--- config.mk ---
export PLATFORM = sky130hd
export DESIGN_NAME = mem_access_ctrl
export DESIGN_NICKNAME = d
export VERILOG_FILES = /design/src/rtl/mem_access_ctrl.sv
export SDC_FILE = /design/constraint.sdc
export NUM_CORES = 1
export LEC_CHECK = 0
export ABC_CLOCK_PERIOD_IN_PS = 2800
export CAP_MARGIN = 10
export CORE_MARGIN = 3
export CORE_UTILIZATION = 47
export DETAILED_ROUTE_END_ITERATION = 8
export GPL_ROUTABILITY_DRIVEN = 0
export PLACE_DENSITY = 0.9
export REMOVE_ABC_BUFFERS = 1
export SLEW_MARGIN = 0
export SYNTH_ARGS = -nofsm -noshare
export SYNTH_HDL_FRONTEND = slang
export SYNTH_SLANG_ARGS = --single-unit
--- constraint.sdc ---
create_clock -name clk -period 2.8 [get_ports clk]
set_input_delay 0.7 -clock clk [delete_from_list [all_inputs] [get_ports clk]]
set_output_delay 0.7 -clock clk [all_outputs]
set_load 0.01 [all_outputs]
--- src/rtl/mem_access_ctrl.sv ---
// rtl/mem_access_ctrl.sv - Program-memory access sequencer (setup / timed access / recovery)
//
// Purpose:
//   Takes one read or write command at a time and drives the program memory
//   strobes with a one-cycle setup phase, a counted access window
//   (WR_WAIT or RD_WAIT cycles with mem_sel high) and a response phase, so
//   the memory's internal access time is always covered.
//
// Ports:
//   clk, rst_n                       clock, asynchronous active-low reset
//   cmd_valid/cmd_ready              command handshake
//   cmd_we/cmd_addr/cmd_wdata        command payload
//   rsp_valid/rsp_ready              response handshake
//   rsp_we/rsp_rdata                 response payload
//   busy                             controller not in IDLE
//   mem_sel/mem_we/mem_addr/mem_wdata/mem_rdata  program memory interface

module mem_access_ctrl #(
    parameter int ADDR_W  = 8,
    parameter int DATA_W  = 16,
    parameter int WR_WAIT = 10,
    parameter int RD_WAIT = 9,
    parameter int CNT_W   = 8
) (
    input  logic              clk,
    input  logic              rst_n,
    input  logic              cmd_valid,
    output logic              cmd_ready,
    input  logic              cmd_we,
    input  logic [ADDR_W-1:0] cmd_addr,
    input  logic [DATA_W-1:0] cmd_wdata,
    output logic              rsp_valid,
    input  logic              rsp_ready,
    output logic              rsp_we,
    output logic [DATA_W-1:0] rsp_rdata,
    output logic              busy,
    output logic              mem_sel,
    output logic              mem_we,
    output logic [ADDR_W-1:0] mem_addr,
    output logic [DATA_W-1:0] mem_wdata,
    input  logic [DATA_W-1:0] mem_rdata
);

    typedef enum logic [1:0] {
        S_IDLE   = 2'd0,
        S_SETUP  = 2'd1,
        S_ACCESS = 2'd2,
        S_DONE   = 2'd3
    } state_t;

    // Counter value on the final cycle of the access window.
    localparam logic [CNT_W-1:0] WR_LAST = CNT_W'(WR_WAIT - 1);
    localparam logic [CNT_W-1:0] RD_LAST = CNT_W'(RD_WAIT - 1);

    localparam bit PARAMS_OK = (WR_WAIT >= 1) && (WR_WAIT < (1 << CNT_W)) &&
                               (RD_WAIT >= 1) && (RD_WAIT < (1 << CNT_W));

    state_t            state_q, state_d;
    logic [CNT_W-1:0]  cnt_q, cnt_d;
    logic              we_q, we_d;
    logic [ADDR_W-1:0] addr_q, addr_d;
    logic [DATA_W-1:0] wdata_q, wdata_d;
    logic              mem_sel_q, mem_sel_d;
    logic              mem_we_q, mem_we_d;
    logic              rsp_valid_q, rsp_valid_d;
    logic              rsp_we_q, rsp_we_d;
    logic [DATA_W-1:0] rsp_rdata_q, rsp_rdata_d;
    logic              last_beat;

    assign last_beat = (cnt_q == (we_q ? WR_LAST : RD_LAST));

    always_comb begin
        state_d     = state_q;
        cnt_d       = cnt_q;
        we_d        = we_q;
        addr_d      = addr_q;
        wdata_d     = wdata_q;
        mem_sel_d   = mem_sel_q;
        mem_we_d    = mem_we_q;
        rsp_valid_d = rsp_valid_q;
        rsp_we_d    = rsp_we_q;
        rsp_rdata_d = rsp_rdata_q;

        case (state_q)
            S_IDLE: begin
                if (cmd_valid) begin
                    we_d     = cmd_we;
                    addr_d   = cmd_addr;
                    wdata_d  = cmd_wdata;
                    // mem_we is set a cycle ahead of mem_sel so it is already
                    // stable during SETUP.
                    mem_we_d = cmd_we;
                    state_d  = S_SETUP;
                end
            end
            S_SETUP: begin
                cnt_d     = '0;
                mem_sel_d = 1'b1;
                state_d   = S_ACCESS;
            end
            S_ACCESS: begin
                if (last_beat) begin
                    mem_sel_d   = 1'b0;
                    mem_we_d    = 1'b0;
                    rsp_valid_d = 1'b1;
                    rsp_we_d    = we_q;
                    cnt_d       = '0;
                    if (!we_q) begin
                        rsp_rdata_d = mem_rdata;
                    end
                    state_d = S_DONE;
                end else begin
                    cnt_d = cnt_q + 1'b1;
                end
            end
            S_DONE: begin
                if (rsp_ready) begin
                    rsp_valid_d = 1'b0;
                    rsp_we_d    = 1'b0;
                    state_d     = S_IDLE;
                end
            end
            default: begin
                state_d = S_IDLE;
            end
        endcase
    end

    always_ff @(posedge clk or negedge rst_n) begin
        if (!rst_n) begin
            state_q     <= S_IDLE;
            cnt_q       <= '0;
            we_q        <= 1'b0;
            addr_q      <= '0;
            wdata_q     <= '0;
            mem_sel_q   <= 1'b0;
            mem_we_q    <= 1'b0;
            rsp_valid_q <= 1'b0;
            rsp_we_q    <= 1'b0;
            rsp_rdata_q <= '0;
        end else begin
            state_q     <= state_d;
            cnt_q       <= cnt_d;
            we_q        <= we_d;
            addr_q      <= addr_d;
            wdata_q     <= wdata_d;
            mem_sel_q   <= mem_sel_d;
            mem_we_q    <= mem_we_d;
            rsp_valid_q <= rsp_valid_d;
            rsp_we_q    <= rsp_we_d;
            rsp_rdata_q <= rsp_rdata_d;
        end
    end

    // A zero or overflowing wait count would break the access window.
    always @(posedge clk) begin
        assert (PARAMS_OK)
        else $error("mem_access_ctrl: WR_WAIT/RD_WAIT out of range for CNT_W");
    end

    assign cmd_ready = (state_q == S_IDLE);
    assign busy      = (state_q != S_IDLE);
    assign mem_sel   = mem_sel_q;
    assign mem_we    = mem_we_q;
    assign mem_addr  = addr_q;
    assign mem_wdata = wdata_q;
    assign rsp_valid = rsp_valid_q;
    assign rsp_we    = rsp_we_q;
    assign rsp_rdata = rsp_rdata_q;

endmodule

### Wire density map

The die is cut into 15 by 15 equal tiles; dark blue is low, red is high, scaled to the fullest tile. Values are wire area over tile area, all layers added.
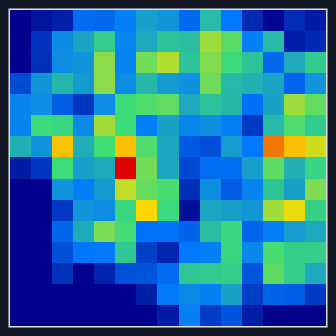
The fullest tile reaches 0.44. The emptiest ninth of the die: south-west. 14% of the tiles are nearly empty. 16% of the tiles are over half the peak. The mean over all tiles is 0.13.
Vias: 1618
total track usage: 18.1%
drt total wl: 5.02 mm

==> flow_metrics.py <==
# Flow results
metrics = {
    "worst_setup_path": {
        "path_cells": "inv_1 > ha_1 > inv_1 > clkdlybuf4s50_1",
        "setup.worst_path.start_class": "flip-flop",
        "cpPeakStageDelay_ns": 0.54,
        "slowest_stage": "clkdlybuf4s50_1",
        "end_kind": "output port",
        "critPathArrivalTime_ns": 1.66,
        "cp_common_cell": "inv_1",
        "critical_path.max_fanout": 5,
        "critical_path_class": "reg -> out",
    },
    "timing": {
        "hold_viol_final": 0,
        "period_used_pct": 84.2,
        "rsz0062_at_grt": "false",
        "setup_tns_ns": 0,
        "fmax_mhz": 424,
        "skew_ns": 0.00526,
        "slew_headroom_pct": 53.0,
        "slew_violations": 0,
        "period_needed_ns": 2.36,
    },
    "pwr": {
        "p_per_area_nw_per_um2": 848,
        "power_w": 0.00290,
    },
    "clocking": {
        "cts_resized": 0,
        "clkTransAtPathRegs_ns": 0.09,
        "htreeDepth": 2,
        "clockBufferDepth": 2,
        "cts_tree": "yes",
        "post_cts_buffers": 0,
        "clock_sinks": 55,
        "cts_hold_buf": 0,
        "numCtsBuffers": 5,
    },
    "yosys": {
        "ys_cells": 167,
        "ys_area_sq_um": 2350,
        "largest_area_cell": "dfrtp_1",
        "async_flop_share_pct": 100,
        "synth-edff-count": 0,
        "ys.flops": 55,
        "synth_area_sq_um": 2350,
        "synth_warnings": 0,
        "seq_area_frac_synth_pct": 58.4,
        "synthCells": 167,
        "synthTopCellsByArea": "dfrtp_1, mux2_2, mux2_4",
        "ff_type": "dfrtp_1",
    },
    "drt": {
        "drtIter0Drc": 28,
        "routedWlPerCell_microns": 15.2,
        "firstDrtPassIters": 4,
        "routed_via_density": 4.90,
    },
    "global_routing": {
        "grt_pass1_wl_mm": 8.44,
        "antenna_found_initial": 0,
        "grt_pass1_vias": 1677,
        "grt-ovfl-total": 0,
    },
    "worst_hold_path": {
        "hold_path_class": "in -> async",
    },
    "placement": {
        "io_buffers": 90,
        "hpwl_mm": 3.86,
    },
    "die": {
        "core_util_floorplan_pct": 49.2,
        "die_y_microns": 76.8,
        "io_pins": 91,
        "row_count": 25,
        "die-width_microns": 76.8,
        "dieArea_sq_um": 5900,
    },
    "run_status": {
        "status": "completed",
    },
    "run": {
        "warnings": 28,
        "maxCapViolations": 0,
    },
    "cells_and_area": {
        "drive_gt1_share_pct": 22.4,
        "areaGrowthSynthToFinish_pct": 45.4,
        "num-fill-cells": 347,
        "final_cell_mix": "clkdlybuf4s50_1, dfrtp_1, mux2_2",
    },
}
### Register map, names as in the netlist

Other sequential cells in the stronger grey, the rest of the logic in the fainter grey.
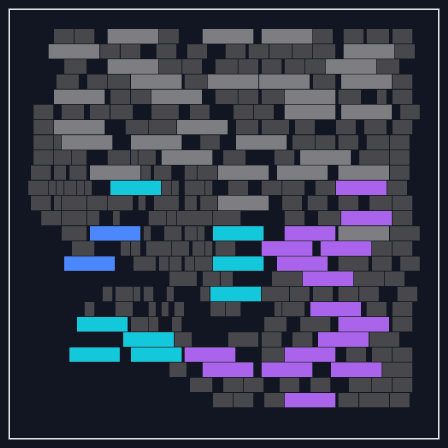
Blue marks `state_q`, placed flops 2. Purple marks `rsp_rdata`, placed flops 16. Cyan marks `cnt_q`, placed flops 8.
fin util: 71.6%
Seq power: 0.00117 W
sequential share of cell area: 40.2%
Register Area: 1380 sq um

-- synthesized netlist by cell type, drive strengths merged (3+ instances only) --
cell type and number:
clkbuf 3, o2bb2ai 3, ha 5, nand3 5, inv 7, xnor2 3, nand2 7, o21ai 4
a21oi 5, mux2 42, dfrtp 55, nor2 6
-- final timing paths --
check / start / to / slack [ns] / depth (start not counted)
max in group asynchronous: rst_n / cnt_q[4]$_DFFE_PN0P_ / 1.72 / 2
min in group clk: mem_sel$_DFFE_PN0P_ / mem_sel$_DFFE_PN0P_ / 0.51 / 1
worst min-delay path: rst_n / mem_wdata[11]$_DFFE_PN0P_ / 0.44 / 1
worst min register to register: mem_sel$_DFFE_PN0P_ / mem_sel$_DFFE_PN0P_ / 0.51 / 1
worst max-delay path: state_q[1]$_DFFE_PN0P_ / busy / 0.44 / 4
worst max register to register: cnt_q[2]$_DFFE_PN0P_ / cnt_q[2]$_DFFE_PN0P_ / 0.76 / 4
-- sequential cells by signal, indices dropped and copies added (netlist names) --
name / flops
mem_wdata: 16
rsp_rdata: 16
cnt_q: 8
mem_addr: 8
state_q: 2
mem_sel: 1
mem_we: 1
rsp_valid: 1
rsp_we: 1
we_q: 1
-- report_power, final --
| part | internal, W | switching (W) |
|---|---|---|
| Sequential | 0.00103 | 0.000140 |
| Clock | 0.000203 | 0.000242 |
| Combinational | 0.000738 | 0.000550 |
-- kinds of logic (layout without fill, tap and decap cells) --
kind of cell / Yosys count / in the layout / synth area share, %
multiplexers: 44 / 44 / 22.5
adder cells (fa/ha/maj): 5 / 5 / 2.66
AND/OR/NAND/NOR: 26 / 26 / 6.22
flip-flops: 55 / 55 / 58.4
AND-OR/OR-AND: 20 / 20 / 6.00
XOR/XNOR: 5 / 5 / 1.86
buffers and inverters: 12 / 108 / 2.28
-- critical path, delay by kind of cell (launching register included) --
kind,cells,cell delay [ns]
flops,1,0.41
fa+ha+maj,1,0.25
buf+inv,3,0.72
-- stage by stage --
stage          setup slack [ns]  instances  hold WS (ns)  cell area, sq um
3_3_place_gp              0.764        322         0.486              3330
6_report                  0.443        330         0.442              3420
2_1_floorplan             0.904        162         0.404              2330
3_5_place_dp              0.720        322         0.492              3330
5_1_grt                   0.345        330         0.493              3420
4_1_cts                   0.430        330         0.462              3420
-- layer usage --
| layer | vias up | routed length, microns | track usage [%] |
|---|---|---|---|
| met5 | - | 0 | 0 |
| met4 | 0 | 49 | 4.35 |
| met3 | 6 | 291 | 5.05 |
| met2 | 53 | 2560 | 31.2 |
| met1 | 785 | 2120 | 22.4 |
| li1 | 774 | - | - |
-- final cells by class --
cell class                 instances  area, sq um  area share [%]
timing repair buffer              93          918            26.8
tap                               67         83.8            2.45
inverter                           7         26.3           0.767
sequential                        55         1380            40.2
clock inverter                     1         8.76           0.256
multi-input combinational        100          925            27.0
clock buffer                       7         86.3            2.52
No activity file was given, so power comes from the tool's default toggle rates.
